Figure 1. Sequential cells coloured by netlist name (run 1).
Other sequential cells in the stronger grey, the rest of the logic in the fainter grey.
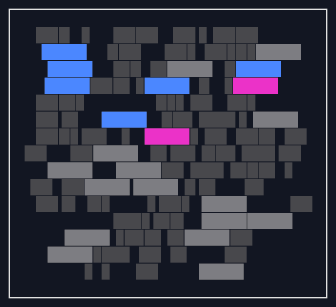
Figure 2. Power grid (run 1).
Pins as bars on the die edge.
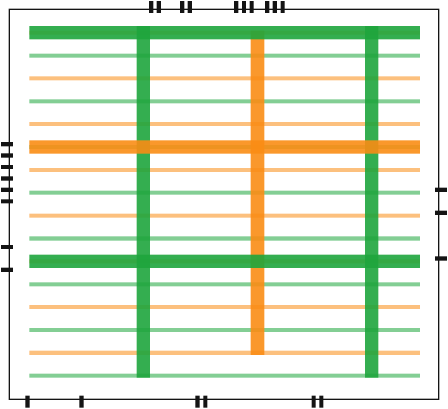
Figure 3. Cell classes on the final placement (run 1).
Scale bar: 20 microns. Fill, decap, tap and diode cells in grey.
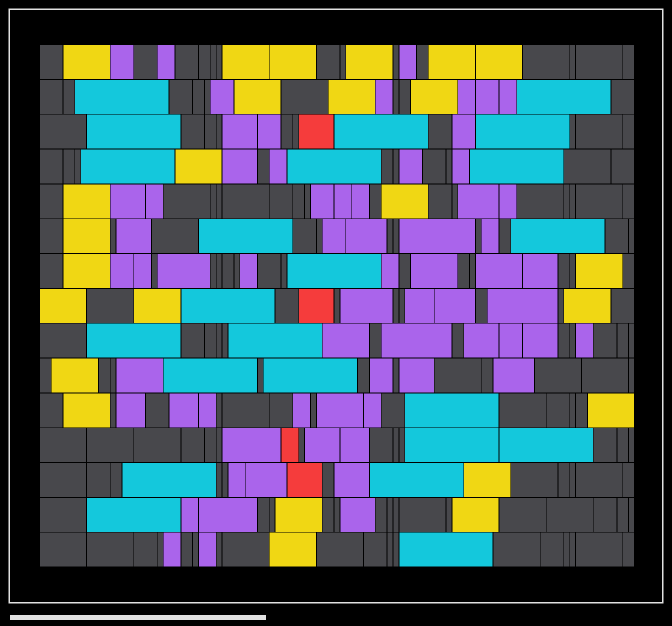
Figure 4. Clock nets (run 1).
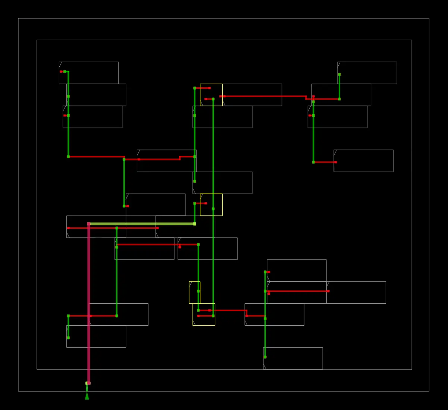
<file path="config.mk">
export PLATFORM = sky130hd
export DESIGN_NAME = tt_pad_ctrl
export DESIGN_NICKNAME = d
export VERILOG_FILES = /design/src/rtl/tt_pad_pkg.sv /design/src/rtl/tt_pad_in_filter.sv /design/src/rtl/tt_pad_ctrl.sv
export SDC_FILE = /design/constraint.sdc
export NUM_CORES = 1
export LEC_CHECK = 0
export CORE_ASPECT_RATIO = 0.9
export CORE_MARGIN = 2
export CORE_UTILIZATION = 46
export DETAILED_ROUTE_END_ITERATION = 6
export PLACE_DENSITY = 0.78
export SLEW_MARGIN = 20
export SYNTH_ARGS = -nofsm -noshare
export SYNTH_HDL_FRONTEND = slang
export SYNTH_SLANG_ARGS = --single-unit
</file>
<file path="constraint.sdc">
create_clock -name clk -period 2.1 [get_ports clk]
set_input_delay 0.21 -clock clk [delete_from_list [all_inputs] [get_ports clk]]
set_output_delay 0.21 -clock clk [all_outputs]
set_load 0.005 [all_outputs]
</file>
<file path="src/rtl/tt_pad_pkg.sv">
// Shared types and helpers for the tile pad controller.
package tt_pad_pkg;

    localparam int unsigned PULL_W = 2;

    typedef enum logic [1:0] {
        PAD_OFF = 2'd0,
        PAD_IN  = 2'd1,
        PAD_OUT = 2'd2,
        PAD_OD  = 2'd3
    } pad_mode_t;

    typedef enum logic {
        ST_STEADY = 1'b0,
        ST_TURN   = 1'b1
    } pad_state_t;

    // Pulls are {PU,PD}.
    typedef struct packed {
        pad_mode_t         mode;
        logic [PULL_W-1:0] pull;
        logic              sl;
        logic              cs;
        logic [PULL_W-1:0] hclk_pull;
    } pad_cfg_t;

    // Both pulls enabled together is illegal on the pad; fall back to none.
    function automatic logic [PULL_W-1:0] sanitize_pull(input logic [PULL_W-1:0] pull);
        return (pull == 2'b11) ? 2'b00 : pull;
    endfunction

endpackage

</file>
<file path="src/rtl/tt_pad_in_filter.sv">
// Pad input synchronizer, run-length debounce filter and edge pulses.
module tt_pad_in_filter
    import tt_pad_pkg::*;
#(
    parameter int unsigned FILT_LEN = 3
) (
    input  logic clk,
    input  logic rst_n,
    input  logic freeze,
    input  logic pad_y,
    output logic din,
    output logic din_rise,
    output logic din_fall
);

    localparam int unsigned CNT_W = (FILT_LEN > 1) ? $clog2(FILT_LEN + 1) : 1;

    logic             sync1;
    logic             sync2;
    logic [CNT_W-1:0] cnt;

    // Two-flop synchronizer; filter accepts a new level after FILT_LEN disagreeing samples.
    always_ff @(posedge clk) begin
        if (!rst_n) begin
            sync1    <= 1'b0;
            sync2    <= 1'b0;
            cnt      <= '0;
            din      <= 1'b0;
            din_rise <= 1'b0;
            din_fall <= 1'b0;
        end else begin
            sync1    <= pad_y;
            sync2    <= sync1;
            din_rise <= 1'b0;
            din_fall <= 1'b0;
            if (freeze || (sync2 == din)) begin
                cnt <= '0;
            end else if (cnt == CNT_W'(FILT_LEN - 1)) begin
                cnt      <= '0;
                din      <= sync2;
                din_rise <= sync2;
                din_fall <= ~sync2;
            end else begin
                cnt <= cnt + CNT_W'(1);
            end
        end
    end

endmodule

</file>
<file path="src/rtl/tt_pad_ctrl.sv">
// Pad controller: mode sequencing with high-Z turnaround and registered pad controls.
module tt_pad_ctrl
    import tt_pad_pkg::*;
#(
    parameter int unsigned TURN_CYCLES = 2,
    parameter int unsigned FILT_LEN    = 3
) (
    input  logic       clk,
    input  logic       rst_n,
    input  logic       cfg_valid,
    output logic       cfg_ready,
    input  logic [1:0] cfg_mode,
    input  logic [1:0] cfg_pull,
    input  logic       cfg_sl,
    input  logic       cfg_cs,
    input  logic [1:0] cfg_hclk_pull,
    input  logic       dout,
    output logic       din,
    output logic       din_rise,
    output logic       din_fall,
    input  logic       hclk_Y,
    output logic       hclk_PD,
    output logic       hclk_PU,
    input  logic       hsig_Y,
    output logic       hsig_A,
    output logic       hsig_OE,
    output logic       hsig_IE,
    output logic       hsig_SL,
    output logic       hsig_CS,
    output logic       hsig_PD,
    output logic       hsig_PU
);

    localparam int unsigned CNT_W = (TURN_CYCLES > 1) ? $clog2(TURN_CYCLES) : 1;

    pad_state_t       state_q, state_d;
    logic [CNT_W-1:0] cnt_q, cnt_d;
    pad_mode_t        mode_q, mode_d;
    pad_cfg_t         cfg_q, cfg_d;
    pad_cfg_t         cfg_in;
    logic             hs;
    logic             a_d, oe_d, ie_d;
    logic             freeze;
    logic             unused_hclk_y;

    // The clock pad input is reserved.
    assign unused_hclk_y = hclk_Y;

    // Sanitized view of the incoming configuration word.
    always_comb begin
        cfg_in.mode      = pad_mode_t'(cfg_mode);
        cfg_in.pull      = sanitize_pull(cfg_pull);
        cfg_in.sl        = cfg_sl;
        cfg_in.cs        = cfg_cs;
        cfg_in.hclk_pull = sanitize_pull(cfg_hclk_pull);
    end

    assign hs = cfg_valid & cfg_ready;

    // FSM state, turnaround counter, current mode and latched configuration.
    always_ff @(posedge clk) begin
        if (!rst_n) begin
            state_q <= ST_STEADY;
            cnt_q   <= '0;
            mode_q  <= PAD_OFF;
            cfg_q   <= '0;
        end else begin
            state_q <= state_d;
            cnt_q   <= cnt_d;
            mode_q  <= mode_d;
            cfg_q   <= cfg_d;
        end
    end

    // Next state and next pad-drive values; outputs follow the next state so they flop at the same edge.
    always_comb begin
        state_d = state_q;
        cnt_d   = cnt_q;
        mode_d  = mode_q;
        cfg_d   = cfg_q;
        a_d     = 1'b0;
        oe_d    = 1'b0;
        ie_d    = 1'b0;

        case (state_q)
            ST_STEADY: begin
                if (hs) begin
                    cfg_d = cfg_in;
                    if (cfg_in.mode != mode_q) begin
                        state_d = ST_TURN;
                        cnt_d   = CNT_W'(TURN_CYCLES - 1);
                    end
                end
            end
            ST_TURN: begin
                if (cnt_q == '0) begin
                    state_d = ST_STEADY;
                    mode_d  = cfg_q.mode;
                end else begin
                    cnt_d = cnt_q - CNT_W'(1);
                end
            end
            default: state_d = ST_STEADY;
        endcase

        if (state_d == ST_STEADY) begin
            case (mode_d)
                PAD_OFF: begin
                    oe_d = 1'b0;
                    ie_d = 1'b0;
                end
                PAD_IN: begin
                    ie_d = 1'b1;
                end
                PAD_OUT: begin
                    oe_d = 1'b1;
                    ie_d = 1'b1;
                    a_d  = dout;
                end
                PAD_OD: begin
                    oe_d = ~dout;
                    ie_d = 1'b1;
                end
                default: begin
                    oe_d = 1'b0;
                    ie_d = 1'b0;
                end
            endcase
        end
    end

    // Registered pad controls and handshake ready.
    always_ff @(posedge clk) begin
        if (!rst_n) begin
            cfg_ready <= 1'b1;
            hsig_A    <= 1'b0;
            hsig_OE   <= 1'b0;
            hsig_IE   <= 1'b0;
            hsig_SL   <= 1'b0;
            hsig_CS   <= 1'b0;
            hsig_PU   <= 1'b0;
            hsig_PD   <= 1'b0;
            hclk_PU   <= 1'b0;
            hclk_PD   <= 1'b0;
        end else begin
            cfg_ready <= (state_d == ST_STEADY);
            hsig_A    <= a_d;
            hsig_OE   <= oe_d;
            hsig_IE   <= ie_d;
            hsig_SL   <= cfg_d.sl;
            hsig_CS   <= cfg_d.cs;
            hsig_PU   <= cfg_d.pull[1];
            hsig_PD   <= cfg_d.pull[0];
            hclk_PU   <= cfg_d.hclk_pull[1];
            hclk_PD   <= cfg_d.hclk_pull[0];
        end
    end

    // Input filter holds while the pad input buffer is off or a turnaround is in progress.
    assign freeze = ~hsig_IE | (state_q == ST_TURN);

    tt_pad_in_filter #(
        .FILT_LEN (FILT_LEN)
    ) u_in_filter (
        .clk      (clk),
        .rst_n    (rst_n),
        .freeze   (freeze),
        .pad_y    (hsig_Y),
        .din      (din),
        .din_rise (din_rise),
        .din_fall (din_fall)
    );

endmodule

</file>
==> results.ini, run 1 <==
[power_and_ir_drop]
power_density_mw_per_mm2=632
peakVddDrop_mv=0.434
p_comb_share_pct=13.8

[worst_setup_path]
crit_fanout=5
cp_slowest_cell=clkdlybuf4s50_1
worstSetupPathType=reg -> out
path_cells=clkdlybuf4s50_1
crit_buf_inv=1
cp_data_required_time_ns=1.89

[clock_network]
cts_made_buffers=3
hold_buffers=0
clockBufferDepth=2
cts-resized-gates=0
root_buffer=clkbuf_4
cts_tree=built

[global_routing]
grtUsageMet1_pct=19.5
grt_pass1_vias=684
grt.busiest_layer=met2
grt_pass1_wl_microns=2750
grt_use_total_pct=16.0
grt_start_max_net_pins=13

[place]
dp_hpwl_microns=1260

[synthesis]
synthesis.nets=107
ys_cells=92
ys_types=30
yosysTopAreaCellShare_pct=50.5
syn_area_per_cell_sq_um=9.90

[final_timing]
max_clock_freq_ghz=0.690
min_period_ns=1.45
hold_viol=0
tightestPinTransition_ns=0.383
post-route-period-util_pct=69.0

[die]
core_area_sq_mm=0.00190
die_area_sq_mm=0.00235
fp_util_pct=48.1

[cells_and_area]
fin_area_sq_mm=0.00120
n_antenna_cell=0
nFillCells=159

[flow_run]
max_cap_violations=0
tool_warnings=27

[drt]
dr.pass1.iters=7
vias_per_cell=5.01
ant_nets=0

[status]
outcome=completed

-- Figure 1 (at the start) --
Key: blue = cfg_q [sequential cells 6]; magenta = mode_q [sequential cells 2]
Seq/total area: 38.2%
Final Core Density: 63.6%
Reg area: 460 sq um
Power Sequential: 0.467 mW

-- Figure 2 (at the start) --
Key: orange = VDD; green = VSS
27 signal pins sit on the boundary. 16 met1 rails follow the rows. The core has 15 rows. 3 straps on met5. 3 straps on met4.

-- Figure 3 (at the start) --
Key: cyan = flops [cells 23]; purple = combinational and other logic [cells 66]; red = clock drivers and dummy loads [cells 4]; yellow = other buffers and delay cells [cells 25]

-- Figure 4 (at the start) --
Clock buffer cells: 4
Clock Skew: 0.00187 ns
CTS sink cnt: 23

[run 1: power by group through the flow]
stage | sequential, mW | clock (mW) | combinational, mW
after floorplan | 0.474 | 0 | 0.0559
after global placement | 0.476 | 0 | 0.104
after detailed placement | 0.477 | 0 | 0.106
after CTS | 0.467 | 0.202 | 0.107
after global routing | 0.470 | 0.218 | 0.115
final | 0.467 | 0.189 | 0.105
[run 1: metrics by stage]
| stage | hold slack [ns] | util, % | power (mW) | cells | setup WS (ns) |
|---|---|---|---|---|---|
| 6_report | 0.416 | 63.6 | 0.762 | 143 | 0.651 |
| 5_1_grt | 0.444 | 63.6 | 0.803 | 143 | 0.570 |
| 4_1_cts | 0.424 | 63.6 | 0.776 | 143 | 0.628 |
| 3_5_place_dp | 0.407 | 62.2 | 0.583 | 139 | 0.517 |
| 3_3_place_gp | 0.398 | 62.2 | 0.580 | 139 | 0.529 |
| 2_1_floorplan | 0.304 | - | 0.530 | 92 | 0.974 |
[run 1: registers in the layout (all words and copies together) (netlist names)]
register and cells:
cfg_q 6, mode_q 2, u_in_filter.cnt 2, cfg_ready 1, cnt_q 1, hsig_A 1
hsig_CS 1, hsig_IE 1, hsig_OE 1, hsig_SL 1, state_q 1, u_in_filter.din 1
u_in_filter.din_fall 1, u_in_filter.din_rise 1, u_in_filter.sync1 1, u_in_filter.sync2 1
[run 1: cell type report]
type	count	share of cell area, %
multi-input cells	61	34.7
repair buffers	25	20.8
well taps	25	2.60
inverters	5	1.56
flip-flops and latches	23	38.2
clock buffers	4	2.18
[run 1: worst paths after layout]
check | startpoint | to | slack (ns) | depth (start not counted)
min | u_in_filter.cnt[0] | u_in_filter.cnt[0] | 0.42 | 1
min reg2reg | u_in_filter.cnt[0] | u_in_filter.cnt[0] | 0.42 | 1
max reg2reg | state_q | hsig_IE | 0.77 | 3
max | u_in_filter.din | din | 0.65 | 1
[run 1: kinds of logic after synthesis]
group,after synthesis
compound gates,19
xor+xnor,3
fa+ha+maj,1
buf+inv,8
flops,23
mux,2
simple gates,36
[run 1: synth_stat cells (all sizes together)]
| master | count |
|---|---|
| nand2 | 14 |
| o211a | 1 |
| nand3b | 6 |
| and4bb | 1 |
| a31oi | 1 |
| ha | 1 |
| o21ai | 1 |
| o21a | 1 |
| a2111oi | 2 |
| and2 | 3 |
| mux2i | 2 |
| buf | 2 |
| inv | 5 |
| nor2 | 4 |
| a21oi | 11 |
| dfxtp | 23 |
| nand4 | 1 |
| clkbuf | 1 |
| xor2 | 1 |
| nor4b | 1 |
| nor3b | 2 |
| a211oi | 1 |
| nand2b | 1 |
| xnor2 | 2 |
| and3b | 2 |
| and4b | 1 |
| a21o | 1 |
[run 1: layout by cell type (no fill, tap or decap), drive strengths merged, types with 2 or more instances in the layout]
cell type	count
and2	3
xnor2	2
inv	5
and3b	2
a2111oi	2
nand3b	6
nand2	14
nor2	4
a21oi	11
clkdlybuf4s50	25
nor3b	2
dfxtp	23
clkbuf	4
mux2i	2
[run 1: per-layer routing]
metal	routed length, microns	vias to the layer above	share of wire (%)
li1	-	371	-
met1	797	322	48
met2	773	21	47
met3	67	2	4.0
met4	19	0	1.1
met5	0	-	0
Figure 5. Logic cells by family (run 1).
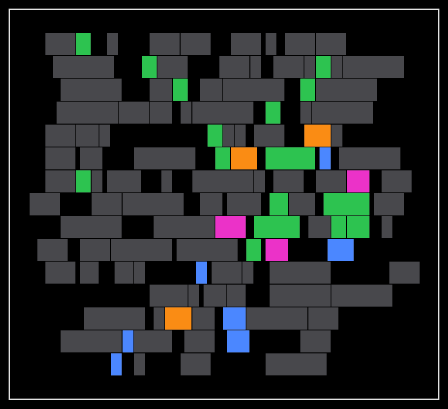

==> run 2, diff against run 1 <==
Settings changed: CORE_UTILIZATION 46 to 45, PLACE_DENSITY 0.78 to 0.77.
Clock period 2.1 ns to 1.5 ns, I/O delays scaled along.
Figure 6. Logic cells by family (run 2).
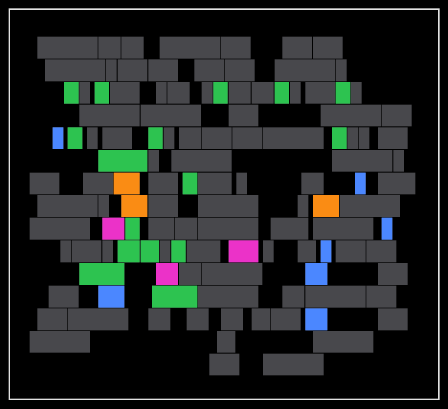
Key: green = inverting AOI/OAI gates [cells 16]; magenta = AND-OR and OR-AND gates [cells 3]; blue = NOR gates [cells 7]; orange = XOR/XNOR gates [cells 3]
dominant logic cell type in the layout: clkdlybuf4s50_1
Layout Cells excl Fill: 147
combinational share of cell area: 33.8%

Figure 7. Power grid (run 2).
Pins as bars on the die edge.
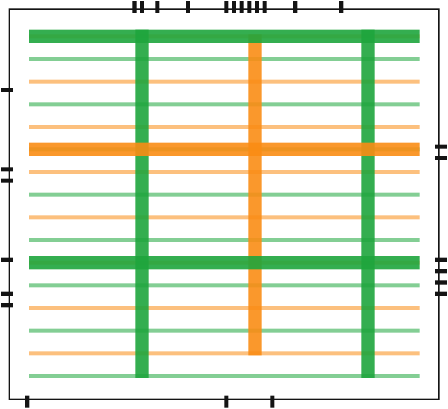
Key: orange = VDD; green = VSS
The core has 15 rows. 3 straps on met4. 3 straps on met5. 27 signal pins sit on the boundary.

Figure 8. Clock nets (run 2).
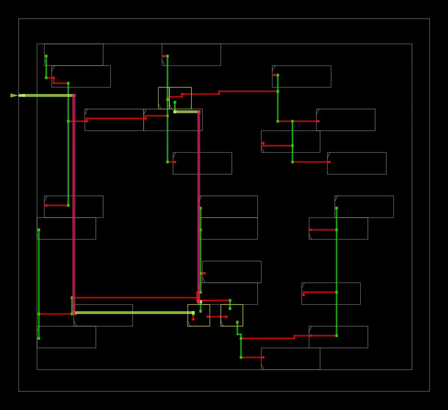
clk pwr: 0.279 mW
cts bufs inserted: 3

==> run 2 against run 1 <==
Against the previous run:
- global-route usage rose by 1.7 points
- hold slack got worse by 0.038 ns
- power rose by 43%
- register-to-register slack got worse by 0.52 ns
- design area rose by 2.5%
- largest power group unchanged
- clock-buffer cell count did not move
- non-clock buffer count rose by 4
==> results.ini, run 2 <==
[worst_setup_path]
cp_slowest_cell=clkdlybuf4s50_1
cp_data_required_time_ns=1.35
worstSetupPathType=reg -> out
path_cells=clkdlybuf4s50_1

[power_and_ir_drop]
peakVddDrop_mv=0.557
power_density_mw_per_mm2=884

[cells_and_area]
largestRegisters=cfg_q (6), mode_q (2), u_in_filter.cnt (2)
regMostFlops=cfg_q
nFillCells=169
largest_register_ffs=6

[final_timing]
hold_viol=0
clock_skew_ns=0.000905
max_clock_freq_ghz=0.709
min_period_ns=1.41
post-route-period-util_pct=94.1

[synthesis]
ys_types=30
top_cell=dfxtp_1
synthesis.nets=107
ys_cells=92
flop_cell=dfxtp_1
synth-edff-count=0
syn_area_per_cell_sq_um=9.90
common_cells=dfxtp_1, nand2_1, a21oi_1
synthArstFlopShare_pct=0

[clock_network]
root_buffer=clkbuf_4
cts-resized-gates=0
cts_tree=built
clockBufferDepth=2
clkSinkCount=23
hold_buffers=0

[drt]
ant_nets=0
vias_per_cell=5.03
dr.pass1.iters=4

[flow_run]
max_cap_violations=0
tool_warnings=27

[global_routing]
grt_start_max_net_pins=13
grt_pass1_wl_microns=2990
grt_use_total_pct=17.7
grt_pass1_vias=667

[die]
core_area_sq_mm=0.00191
die_area_sq_mm=0.00240
fp_util_pct=47.6

[place]
dp_hpwl_microns=1340

[status]
outcome=completed

==> run 2: cell counts after synthesis <==
Identical to the previous run, type by type.
==> run 2: path summary, 6_finish.rpt <==
kind,from,to,slack (ns),cells past startpoint
worst min-delay path,cfg_cs,hsig_CS,0.38,3
worst max register to register,state_q,hsig_OE,0.25,3
worst min register to register,u_in_filter.cnt[0],u_in_filter.cnt[0],0.43,1
worst max-delay path,u_in_filter.din,din,0.09,1
==> run 2: per-stage QoR <==
stage | cells | cell area, sq um | utilization, % | hold slack [ns] | total power [mW]
floorplan | 92 | 911 | - | 0.244 | 0.743
global placement | 143 | 1210 | 63.1 | 0.401 | 0.823
detailed placement | 143 | 1210 | 63.1 | 0.419 | 0.826
CTS | 147 | 1230 | 64.5 | 0.372 | 1.11
global route | 147 | 1230 | 64.5 | 0.381 | 1.14
finish | 147 | 1230 | 64.5 | 0.378 | 1.09
==> run 2: logic make-up after synthesis <==
logic type / share of synthesized area [%]
xor gates and xnor gates: 2.89
adders and majority gates: 1.37
AOI/OAI and AO/OA: 15.4
DFF: 50.5
buffers and inverters: 3.57
muxes: 2.20
and+or+nand+nor: 24.0
==> run 2: layer usage <==
metal / vias to the layer above / routed length [microns] / share of wire [%] / GRT usage [%]
met2: 18 / 835 / 46 / 25.6
met4: 0 / 51 / 2.8 / 12.6
met5: - / 0 / 0 / 0
met1: 337 / 849 / 47 / 23.4
met3: 4 / 70 / 3.9 / 3.90
li1: 380 / - / - / -
==> run 2: final cells by class <==
class | instances | area [sq um] | share of cell area [%]
multi-input combinational | 61 | 418 | 33.8
inverter | 5 | 18.8 | 1.52
tap | 25 | 31.3 | 2.53
sequential | 23 | 460 | 37.3
clock buffer | 4 | 26.3 | 2.13
timing repair buffer | 29 | 280 | 22.7
==> run 2: power by group <==
part | internal, mW | leakage (nW) | total, mW | switching, mW
clock network | 0.104 | 0.0150 | 0.279 | 0.175
logic | 0.0914 | 0.287 | 0.159 | 0.0672
registers | 0.635 | 0.187 | 0.654 | 0.0190
total | 0.830 | 0.489 | 1.09 | 0.262
Power and IR drop assume default switching activity.
